`src/rtl/fpu_pkg.sv`:
```
// fpu_pkg: shared FPU constants, FP32 field layout and the divide/sqrt FSM and special-case encodings.
package fpu_pkg;
    localparam int OP_FDIV  = 3;
    localparam int OP_FSQRT = 4;
    localparam int EXP_W    = 8;
    localparam int MAN_W    = 23;
    localparam int BIAS     = 127;
    localparam logic [31:0] FP_QNAN = 32'h7FC00000;
    localparam logic [31:0] FP_PINF = 32'h7F800000;
    typedef enum logic [2:0] {ST_IDLE, ST_PREP, ST_ITER, ST_ROUND, ST_DONE} state_t;
    typedef enum logic [1:0] {SP_NONE, SP_NAN, SP_INF, SP_ZERO} special_t;
endpackage

```
`src/rtl/fpu_divsqrt_unit_if.sv`:
```
// fpu_divsqrt_unit_if: FPU opcode bus between the issue side (master) and the divide/sqrt unit (slave).
//   opcode/x1/x2 : one-hot operation pulse and binary32 operands from the issuer
//   y/ovf/unf    : result and flags, held until the next accepted operation
//   out_valid    : single-cycle completion pulse; busy: operation in flight
interface fpu_divsqrt_unit_if;
    logic [7:0]  opcode;
    logic [31:0] x1;
    logic [31:0] x2;
    logic [31:0] y;
    logic        ovf;
    logic        unf;
    logic        out_valid;
    logic        busy;
    modport master (output opcode, x1, x2, input y, ovf, unf, out_valid, busy);
    modport slave (input opcode, x1, x2, output y, ovf, unf, out_valid, busy);
endinterface

```
`src/rtl/fp32_round_pack.sv`:
```
// fp32_round_pack: round-to-nearest-even and pack a binary32 result, saturating to inf / flushing to zero.
//   sign, exp_in (biased, signed, may be out of range), mant (24-bit mantissa with hidden 1 + guard), sticky
//   y: packed result; ovf: exponent >= 255 after rounding; unf: exponent <= 0 after rounding
module fp32_round_pack
    import fpu_pkg::*;
(
    input  logic              sign,
    input  logic signed [9:0] exp_in,
    input  logic [24:0]       mant,
    input  logic              sticky,
    output logic [31:0]       y,
    output logic              ovf,
    output logic              unf
);
    logic              up;
    logic [24:0]       m;
    logic signed [9:0] e;

    always_comb begin
        up  = mant[0] & (sticky | mant[1]);
        m   = {1'b0, mant[24:1]} + {24'd0, up};
        // a carry out of the mantissa means it rounded up to 2.0
        e   = exp_in + $signed({9'd0, m[24]});
        ovf = e >= 10'sd255;
        unf = !ovf && e <= 10'sd0;
        y   = ovf ? {sign, FP_PINF[30:0]} :
              unf ? {sign, 31'd0} :
                    {sign, e[EXP_W-1:0], m[24] ? {MAN_W{1'b0}} : m[MAN_W-1:0]};
    end
endmodule

```
`src/rtl/fpu_divsqrt_unit.sv`:
```
// fpu_divsqrt_unit: iterative binary32 divide / square root responder on the FPU opcode bus.
//   clk, rstn : clock and synchronous active-low reset
//   bus       : slave side of fpu_divsqrt_unit_if (opcode bit 3 = fdiv, bit 4 = fsqrt)
module fpu_divsqrt_unit
    import fpu_pkg::*;
#(
    parameter int ITER = 26
) (
    input logic               clk,
    input logic               rstn,
    fpu_divsqrt_unit_if.slave bus
);
    // one extra leading step yields the always-zero weight-2 bit, so the
    // weight-1 bit of the quotient/root always lands in q[ITER-1]
    localparam int QW = ITER + 1;
    localparam int RW = ITER + 4;
    localparam int CW = $clog2(ITER + 1);

    state_t            state, state_nxt;
    special_t          sp, sp_nxt;
    logic [CW-1:0]     cnt;
    logic [31:0]       a, b, y, rp_y;
    logic              is_sqrt, sgn, sgn_nxt, ovf, unf, rp_ovf, rp_unf;
    logic              accept, ge, sticky;
    logic              a_zero, a_inf, a_nan, b_zero, b_inf, b_nan;
    logic signed [9:0] exp, exp_nxt, exp_adj, ue;
    logic [23:0]       ma, mb;
    logic [24:0]       m25, dvs;
    logic [RW-1:0]     rem, r2, trial, sub;
    logic [2*QW-1:0]   rad;
    logic [QW-1:0]     q;
    logic [ITER-1:0]   qn;

    assign accept        = (state == ST_IDLE || state == ST_DONE) && (bus.opcode[OP_FDIV] || bus.opcode[OP_FSQRT]);
    assign bus.y         = y;
    assign bus.ovf       = ovf;
    assign bus.unf       = unf;
    assign bus.out_valid = state == ST_DONE;
    assign bus.busy      = state != ST_IDLE;

    always_ff @(posedge clk)
        state <= rstn ? state_nxt : ST_IDLE;

    always_comb begin
        state_nxt = state;
        case (state)
            ST_IDLE:  state_nxt = accept ? ST_PREP : ST_IDLE;
            ST_PREP:  state_nxt = ST_ITER;
            ST_ITER:  state_nxt = cnt == '0 ? ST_ROUND : ST_ITER;
            ST_ROUND: state_nxt = ST_DONE;
            ST_DONE:  state_nxt = accept ? ST_PREP : ST_IDLE;
            default:  state_nxt = ST_IDLE;
        endcase
    end

    // unpack and classify; a zero exponent field (denormal) counts as zero
    always_comb begin
        a_zero  = a[30:23] == 8'd0;
        a_inf   = &a[30:23] && a[22:0] == 23'd0;
        a_nan   = &a[30:23] && a[22:0] != 23'd0;
        b_zero  = b[30:23] == 8'd0;
        b_inf   = &b[30:23] && b[22:0] == 23'd0;
        b_nan   = &b[30:23] && b[22:0] != 23'd0;
        ma      = {1'b1, a[22:0]};
        mb      = {1'b1, b[22:0]};
        ue      = $signed({2'b00, a[30:23]}) - 10'sd127;
        m25     = ue[0] ? {ma, 1'b0} : {1'b0, ma};
        sgn_nxt = is_sqrt ? a[31] : a[31] ^ b[31];
        exp_nxt = is_sqrt ? (ue >>> 1) + 10'sd127 :
                            $signed({2'b00, a[30:23]}) - $signed({2'b00, b[30:23]}) + 10'sd127;
        sp_nxt  = is_sqrt ?
                  ((a_nan || (a[31] && !a_zero)) ? SP_NAN : a_zero ? SP_ZERO : a_inf ? SP_INF : SP_NONE) :
                  ((a_nan || b_nan || (a_zero && b_zero) || (a_inf && b_inf)) ? SP_NAN :
                   (a_inf || b_zero) ? SP_INF : (a_zero || b_inf) ? SP_ZERO : SP_NONE);
    end

    // one restoring step: divide compares against the divisor, sqrt against (root << 2) | 1
    always_comb begin
        r2    = is_sqrt ? {rem[RW-3:0], rad[2*QW-1 -: 2]} : rem;
        trial = is_sqrt ? RW'({q, 2'b01}) : RW'(dvs);
        ge    = r2 >= trial;
        sub   = ge ? r2 - trial : r2;
    end

    // normalize a sub-unity quotient; the sqrt root is always in [1, 2)
    always_comb begin
        qn      = q[ITER-1] ? q[ITER-1:0] : {q[ITER-2:0], 1'b0};
        exp_adj = q[ITER-1] ? exp : exp - 10'sd1;
        sticky  = (|qn[ITER-26:0]) || rem != '0;
    end

    fp32_round_pack u_round (
        .sign   (sgn),
        .exp_in (exp_adj),
        .mant   (qn[ITER-1 -: 25]),
        .sticky (sticky),
        .y      (rp_y),
        .ovf    (rp_ovf),
        .unf    (rp_unf)
    );

    always_ff @(posedge clk) begin
        if (accept) begin
            a       <= bus.x1;
            b       <= bus.x2;
            is_sqrt <= bus.opcode[OP_FSQRT];
        end
        if (state == ST_PREP) begin
            sp  <= sp_nxt;
            sgn <= sgn_nxt;
            exp <= exp_nxt;
            rem <= is_sqrt ? '0 : RW'(ma);
            dvs <= {mb, 1'b0};
            rad <= {2'b00, m25, {(2*QW-27){1'b0}}};
            q   <= '0;
        end
        if (state == ST_ITER) begin
            q   <= {q[QW-2:0], ge};
            rem <= is_sqrt ? sub : sub << 1;
            rad <= rad << 2;
        end
    end

    always_ff @(posedge clk) begin
        if (!rstn) begin
            cnt <= '0;
            y   <= '0;
            ovf <= 1'b0;
            unf <= 1'b0;
        end else begin
            if (accept) begin
                ovf <= 1'b0;
                unf <= 1'b0;
            end
            if (state == ST_PREP)
                cnt <= CW'(ITER);
            if (state == ST_ITER)
                cnt <= cnt - 1'b1;
            if (state == ST_ROUND) begin
                y   <= sp == SP_NAN  ? FP_QNAN :
                       sp == SP_INF  ? {sgn, FP_PINF[30:0]} :
                       sp == SP_ZERO ? {sgn, 31'd0} : rp_y;
                ovf <= sp == SP_NONE && rp_ovf;
                unf <= sp == SP_NONE && rp_unf;
            end
        end
    end
endmodule
```
`src/flat_wrapper.sv`:
```
// flat-port wrapper written by rule: the top's interface ports become plain ports
module fpu_divsqrt_unit_flat import fpu_pkg::*;
#(
    parameter int ITER = 26
)
  (clk, rstn, bus_opcode, bus_x1, bus_x2, bus_y, bus_ovf, bus_unf, bus_out_valid, bus_busy);
  fpu_divsqrt_unit_if bus_i ();
  input logic clk;
  input logic rstn;
  input wire logic [$bits(bus_i.opcode)-1:0] bus_opcode;
  input wire logic [$bits(bus_i.x1)-1:0] bus_x1;
  input wire logic [$bits(bus_i.x2)-1:0] bus_x2;
  output wire logic [$bits(bus_i.y)-1:0] bus_y;
  output wire logic [$bits(bus_i.ovf)-1:0] bus_ovf;
  output wire logic [$bits(bus_i.unf)-1:0] bus_unf;
  output wire logic [$bits(bus_i.out_valid)-1:0] bus_out_valid;
  output wire logic [$bits(bus_i.busy)-1:0] bus_busy;
  assign bus_i.opcode = bus_opcode;
  assign bus_i.x1 = bus_x1;
  assign bus_i.x2 = bus_x2;
  assign bus_y = bus_i.y;
  assign bus_ovf = bus_i.ovf;
  assign bus_unf = bus_i.unf;
  assign bus_out_valid = bus_i.out_valid;
  assign bus_busy = bus_i.busy;
  fpu_divsqrt_unit #(.ITER(ITER)) u_core (.clk(clk), .rstn(rstn), .bus(bus_i));
endmodule
```
`config.mk`:
```
export PLATFORM = sky130hd
export DESIGN_NAME = fpu_divsqrt_unit_flat
export DESIGN_NICKNAME = d
export VERILOG_FILES = /design/src/rtl/fpu_pkg.sv /design/src/rtl/fpu_divsqrt_unit_if.sv /design/src/rtl/fp32_round_pack.sv /design/src/rtl/fpu_divsqrt_unit.sv /design/src/flat_wrapper.sv
export SDC_FILE = /design/constraint.sdc
export NUM_CORES = 1
export LEC_CHECK = 0
export CORE_AREA = 2 2 163 165
export CTS_CLUSTER_DIAMETER = 50
export DETAILED_ROUTE_END_ITERATION = 8
export DIE_AREA = 0 0 165 167
export PLACE_DENSITY = 0.8
export SLEW_MARGIN = 20
export SYNTH_ARGS = -nofsm -noshare
export SYNTH_HDL_FRONTEND = slang
export SYNTH_SLANG_ARGS = --single-unit
```
`constraint.sdc`:
```
create_clock -name clk -period 5.9 [get_ports clk]
set_clock_uncertainty 0.05 [all_clocks]
set_input_delay 0.885 -clock clk [delete_from_list [all_inputs] [get_ports clk]]
set_output_delay 0.885 -clock clk [all_outputs]
set_load 0.03 [all_outputs]
```
Run 1, cells by drive strength:
Scale bar: 50 µm.
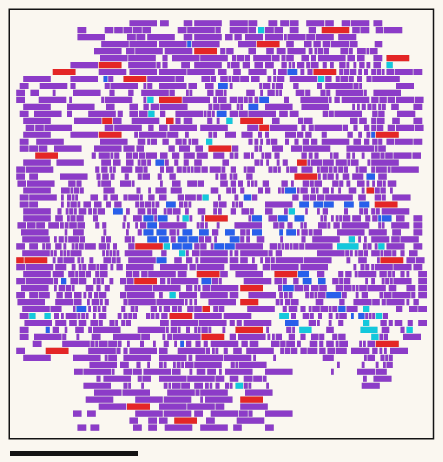
legend:
  _2 cells:
    colour: blue
    cells: 59
    share: 4.0%
  _3 and _4 cells:
    colour: cyan
    cells: 27
    share: 1.9%
  _6 and larger:
    colour: red
    cells: 40
    share: 2.7%
  _0 and _1 cells:
    colour: purple
    cells: 1333
    share: 91%
PnR worst setup slack: 0.6049 ns
Layout Area Growth over Synthesis: 16.47%

Run 1, zoomed window:
Region (109, 27) to (139, 57) µm. Cells in grey, sequential cells in the stronger grey; small squares are vias.
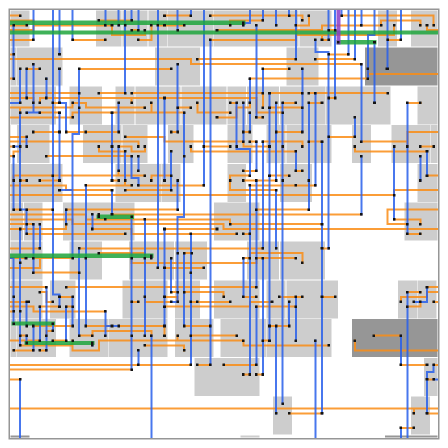
legend:
  metal 3:
    colour: green
  metal 1:
    colour: orange
  metal 4:
    colour: purple
  metal 2:
    colour: blue
sequential cells in the window: 2
cells with their middle in the window: 67
most frequent: nor2_1 (7), nand2_1 (6), xnor2_1 (5)
netlist names of flops here include: `u_core.cnt` (1), `u_core.state` (1)

Run 1, clock network drawn from the DEF:
Scale bar: 50 µm.
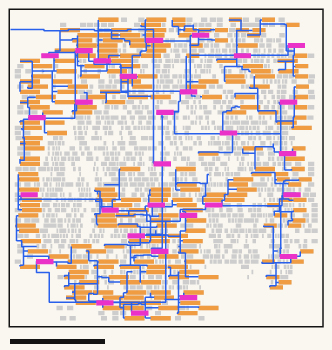
legend:
  clock wires:
    colour: blue
    length: 2880 µm
  flip-flops:
    colour: orange
    count: 227
  clock drivers:
    colour: magenta
    count: 29
flops lie: all over the die
routed clock nets: 30

[run 1: cell type report]
cell class                      instances  area, µm²
Clock buffer                           32      737.0
Fill cell                            2110       9752
Inverter                               36      135.1
Clock inverter                         22      229.0
Sequential cell                       227       6396
Multi-Input combinational cell       1019       6902
Tap cell                              335      419.2
Timing Repair Buffer                  123       1194
[run 1: metrics by stage]
step	area [µm²]	worst slack, ns	power [W]
after global placement	15050	0.8864	0.006480
after detailed placement	15050	0.7505	0.006577
after floorplan	13750	0.4777	0.005531
after CTS	16010	0.6781	0.008361
final	16010	0.6049	0.008401
after global routing	16010	0.1373	0.008893
[run 1: layer usage]
layer	GRT usage	share of wire	up-vias
li1	-	-	5256
met1	0.3443	0.43	5223
met2	0.4074	0.47	410
met3	0.03861	0.071	74
met4	0.07297	0.027	0
met5	0	0	-
==> flow_summary.toml, run 1 <==
# yosys + openroad results
[hold_path]
hp-start = "u_core.b[6]$_DFFE_PP_"
worst_hold_path.endpoint = "u_core.dvs[7]$_DFFE_PP_"
min-delay-path-class = "reg2reg"
hold_depth = 0

[floorplanning]
initCoreUtil = 0.5336
coreArea_um2 = 25760
die_h_um = 167
die_w_um = 165
chip_area_um2 = 27560
std_cell_rows = 59
io_pins = 110

[clock_tree]
cts_buffers = 29
clock-sinks = 227
cts_max_path_buffers = 3
post_cts_buffers = 0
clock_latency_ns = 0.55
ctsHoldBuffers = 0
clk_pin_slew_ns = 0.06
cts_resized = 0
h-tree-depth = 1
cts_tree = "yes"
root_buffer = "clkbuf_16"

[power]
swShare = 0.4159
top_power_group = "combinational logic"
p_sw_w = 0.003494
power_density_nw_per_um2 = 524.7
p_seq_w = 0.00276
vdd_ir_drop_max_mv = 0.3345
seqPwrFrac = 0.328
leakage_nw = 6.015
p_comb_w = 0.00388
pwr-share-clk = 0.210
p_comb_frac = 0.462
p_int_w = 0.004907
pg_clk_w = 0.00177

[place]
place_inst = 1740
dp_hpwl_um = 25080
place.gp.congestion = 0.9278
portBuffers = 103

[detailed_routing]
vias_per_cell = 6.111
drtIter0Drc = 1161
wire_per_inst_um = 19.24
drc = 0
num_vias = 10960
antenna_left = 0
wl_um = 34520
dr.pass1.iters = 5

[worst_setup_path]
crit_arrival_ns = 5.64
worstRegToRegCells = 20
cp-endpoint = "u_core.bus.y[27]$_SDFFE_PN0P_"
crit_path_start = "u_core.q[25]$_SDFFCE_PN0P_"
crit_cells = 20
slowest_delay_ns = 0.55
worstSetupPathType = "reg2reg"
crit_path_start_kind = "flop"
cp_data_required_time_ns = 6.24
regToRegSetupSlack_ns = 0.60
rr_startpoint = "u_core.q[25]$_SDFFCE_PN0P_"
cp_top_family = "simple AND/OR/NAND/NOR gates"
r2r-end = "u_core.bus.y[27]$_SDFFE_PN0P_"
path_buffers = 1
crit_chain = "nand2b_1, a21boi_0, ha_1, and3_1, nand3_1, nor3_1, nand2b_1, inv_1, nand3_1, nor2_1, ha_1, and4_1, a31o_2, o311a_1, a21oi_1, a211oi_2, nand4b_1, a21oi_1, nor3_1, a311oi_1"
crit_path_max_fanout = 8
endpoint_kind = "flop"

[grt]
grt_max_degree = 70
grt_pass1_vias = 10230
antenna_found_initial = 0
overflow = 0
grt_use_total = 0.2497
grt_pass1_wl_um = 54250

[sta]
finalSetupTns_ns = 0
fin_hold_ws_ns = 0.4028
hold_viol_final = 0
slew_violations = 0
fin_crit_ns = 5.295
tightest_slew_ns = 0.9550
rsz0062_at_grt = "no"
max_slew_margin = 0.3633
min_period_over_period = 0.8975
setup_viol = 0
fmax_mhz = 188.9

[final_layout]
final_layout_size_suffix_gt1_frac = 0.08636
fin_util = 0.6215
nNetsFinal = 1557
lay_top_cells = "185 x edfxtp_1, 147 x nand2_1, 103 x clkdlybuf4s50_1"
stdcell_count = 1794
lay_top_count = "edfxtp_1"
reg_top3 = "u_core.a: 32 flops, u_core.b: 32 flops, u_core.bus.y: 32 flops"
num_antenna_cells = 0

[yosys]
logic_family = "simple AND/OR/NAND/NOR gates"
yosysChipArea_um2 = 13750
synthXorXnorAreaFrac = 0.05670
top_area_frac = 0.4041
ys_sh_simple = 0.1649
aoi_share = 0.1586
largest_area_cell = "edfxtp_1"
yosysMostFrequentCell = "edfxtp_1"
synth_area_um2 = 13750
synthFlopType = "edfxtp_1"
ys_sh_mux = 0.07700
synthTopCellsByArea = "edfxtp_1 40%, dfxtp_1 6.1%, mux2i_1 4.6%"
ys_ff = 227
ys_cells = 1363
ys_top_cells_by_count = "185 x edfxtp_1, 147 x nand2_1, 87 x nor2_1"
syn-num-nets = 1484
synth_warnings = 0
synthAdderAreaFrac = 0.04387
ys_async_sr_fraction = 0
edf_count = 185
synthCells = 1363
synth_cell_type_count = 82
ys_seq_frac = 0.4653
syn_avg_cell_area_um2 = 10.09

[run]
max-cap-violations = 0
tool_warnings = 33

[run_status]
status = "completed"
--- run 2 (diff from run 1) ---
--- a/config.mk
+++ b/config.mk
@@ -10,6 +10,7 @@
 export DETAILED_ROUTE_END_ITERATION = 8
 export DIE_AREA = 0 0 165 167
 export PLACE_DENSITY = 0.8
+export RECOVER_POWER = 25
 export SLEW_MARGIN = 20
 export SYNTH_ARGS = -nofsm -noshare
 export SYNTH_HDL_FRONTEND = slang
==> constraint.sdc (replaced) <==
create_clock -name clk -period 5.9 [get_ports clk]
set_clock_uncertainty 0.05 [all_clocks]
set_input_delay 0.885 -clock clk [delete_from_list [all_inputs] [get_ports clk]]
set_output_delay 0.885 -clock clk [all_outputs]
set_load 0.01 [all_outputs]
Run 2, zoomed window:
Region (109, 27) to (139, 57) µm. Cells in grey, sequential cells in the stronger grey; small squares are vias.
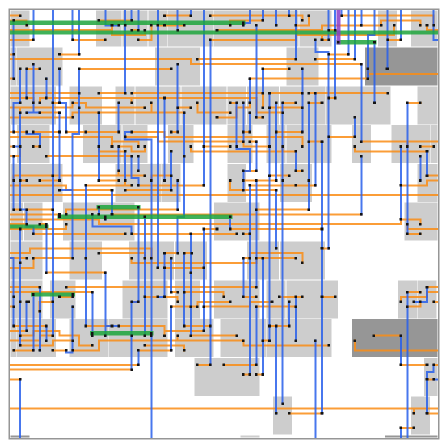
legend:
  metal 3:
    colour: green
  metal 1:
    colour: orange
  metal 2:
    colour: blue
  metal 4:
    colour: purple
cells with their middle in the window: 67
netlist names of flops here include: `u_core.cnt` (1), `u_core.state` (1)
most frequent: nor2_1 (7), nand2_1 (6), xnor2_1 (5)
sequential cells in the window: 2

Run 2, cells by drive strength:
Scale bar: 50 µm.
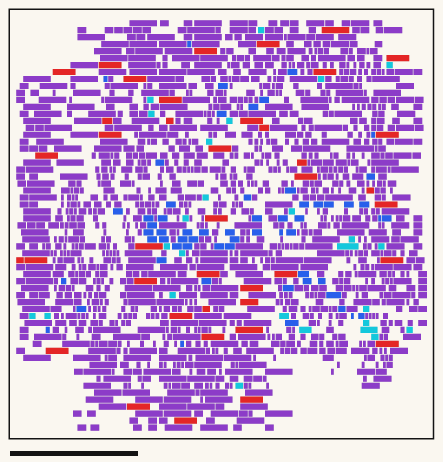
legend:
  _2 cells:
    colour: blue
    cells: 59
    share: 4.0%
  _3 and _4 cells:
    colour: cyan
    cells: 26
    share: 1.8%
  _0 and _1 cells:
    colour: purple
    cells: 1334
    share: 91%
  _6 and larger:
    colour: red
    cells: 40
    share: 2.7%
post-route design area: 16010 µm²
Plain + repair buffers: 123
PnR worst setup slack: 0.6097 ns
Layout Area Growth over Synthesis: 16.45%

==> run 2 against run 1 <==
Compared with the run above: clock-buffer cell count stayed put; via count stayed put; synthesized cell count stayed put; largest power group unchanged.
==> flow_summary.toml, run 2 <==
# yosys + openroad results
[worst_setup_path]
endpoint_kind = "flop"
crit_path_max_fanout = 8
cp_data_required_time_ns = 6.24
cp_top_family = "simple AND/OR/NAND/NOR gates"
crit_chain = "nand2b_1, a21boi_0, ha_1, and3_1, nand3_1, nor3_1, nand2b_1, inv_1, nand3_1, nor2_1, ha_1, and4_1, a31o_2, o311a_1, a21oi_1, a211oi_2, nand4b_1, a21oi_1, nor3_1, a311oi_1"
crit_path_start_kind = "flop"
worstSetupPathType = "reg2reg"
path_buffers = 1

[grt]
use_met2 = 0.4074
grt_use_total = 0.2497
grt_pass1_vias = 10230
antenna_found_initial = 0
busiest_layer = "met2"
gr-usage-met1 = 0.3443
grt_use_met3 = 0.03861
grt_max_degree = 70
overflow = 0
grt_pass1_wl_um = 54250

[final_layout]
comb_cells = 1019
buffer_area_frac = 0.07433
layout.area.top_class = "logic gates"
seq-cell-share = 0.3996
seq_area_um2 = 6396
lay_top_cells = "185 x edfxtp_1, 147 x nand2_1, 87 x nor2_1"
clk_share = 0.06034
inverters = 36
num_antenna_cells = 0
lay_top_count = "edfxtp_1"
nNetsFinal = 1557
comb_area_um2 = 6902
stdcell_count = 1794
final_layout_size_suffix_gt1_frac = 0.08568
comb_area_frac = 0.4311
reg_top3 = "u_core.a: 32 flops, u_core.b: 32 flops, u_core.bus.y: 32 flops"
fill_cells = 2112

[yosys]
synth_area_um2 = 13750
synthAdderAreaFrac = 0.04387
ys_ff = 227
aoi_share = 0.1586
synthXorXnorAreaFrac = 0.05670
ys_sh_mux = 0.07700
edf_count = 185
yosysChipArea_um2 = 13750
syn_avg_cell_area_um2 = 10.09
ys_sh_simple = 0.1649
top_area_frac = 0.4041
synth_cell_type_count = 82
ys_seq_frac = 0.4653
ys_async_sr_fraction = 0
syn-num-nets = 1484
synthTopCellsByArea = "edfxtp_1 40%, dfxtp_1 6.1%, mux2i_1 4.6%"
largest_area_cell = "edfxtp_1"
synth_warnings = 0
ys_top_cells_by_count = "185 x edfxtp_1, 147 x nand2_1, 87 x nor2_1"

[power]
pwr-share-clk = 0.211
leakage_nw = 6.029
p_seq_w = 0.00276
top_power_group = "combinational logic"
p_int_w = 0.004896
p_comb_frac = 0.460
seqPwrFrac = 0.329
power_density_nw_per_um2 = 523.2
swShare = 0.4155
p_sw_w = 0.003479
vdd_ir_drop_max_mv = 0.3308
p_comb_w = 0.00385

[clock_tree]
root_buffer = "clkbuf_16"
clk_pin_slew_ns = 0.06
post_cts_buffers = 0
h-tree-depth = 1
cts_tree = "yes"
cts_max_path_buffers = 3
ctsHoldBuffers = 0
cts_buffers = 29
clock_latency_ns = 0.56

[sta]
min_period_over_period = 0.8967
finalSetupTns_ns = 0
fin_hold_ws_ns = 0.4031
rsz0062_at_grt = "no"
tightest_slew_ns = 1.317
hold_viol_final = 0
fmax_mhz = 189.0
setup_viol = 0
max_slew_margin = 0.1218
fin_crit_ns = 5.290

[place]
place.gp.congestion = 0.9278
dp_hpwl_um = 25080
portBuffers = 103
place_ws_ns = 0.7505
placed_cell_area_um2 = 15050

[floorplanning]
die_h_um = 167
coreArea_um2 = 25760
tap-cell-count = 335
io_pins = 110
std_cell_rows = 59
initCoreUtil = 0.5336
die_w_um = 165

[detailed_routing]
dr.pass1.iters = 6
antenna_left = 0
drt-met1-wl_um = 14800
num_vias = 10960
top_layer = "met4"
vias_per_cell = 6.111
wire_per_inst_um = 19.22
route.met3.wl_um = 2441
wl_um = 34490
drc = 0

[run_status]
status = "completed"

[hold_path]
min-delay-path-class = "reg2reg"

[run]
max-cap-violations = 0
tool_warnings = 33
Run 2, the clock network:
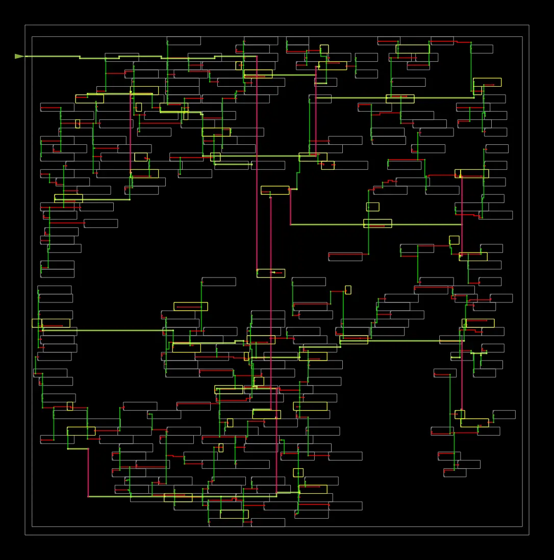
number of clock buffers in the layout: 32
flip-flop and latch count: 227
clk sinks: 227
Clk. pwr: 0.00177 W

run 2: cell counts after synthesis:
Identical to the previous run, type by type.
run 2: path summary, 6_finish.rpt:
path                                                 start  cells after the start                             to  slack, ns
worst max-delay path            u_core.q[25]$_SDFFCE_PN0P_                     20  u_core.bus.y[27]$_SDFFE_PN0P_       0.61
worst min-delay path                 u_core.b[6]$_DFFE_PP_                      0        u_core.dvs[7]$_DFFE_PP_       0.40
worst max register to register  u_core.q[25]$_SDFFCE_PN0P_                     20  u_core.bus.y[27]$_SDFFE_PN0P_       0.61
worst min register to register       u_core.b[6]$_DFFE_PP_                      0        u_core.dvs[7]$_DFFE_PP_       0.40
Power figures rest on the tool's default switching activity, not on a simulated workload.
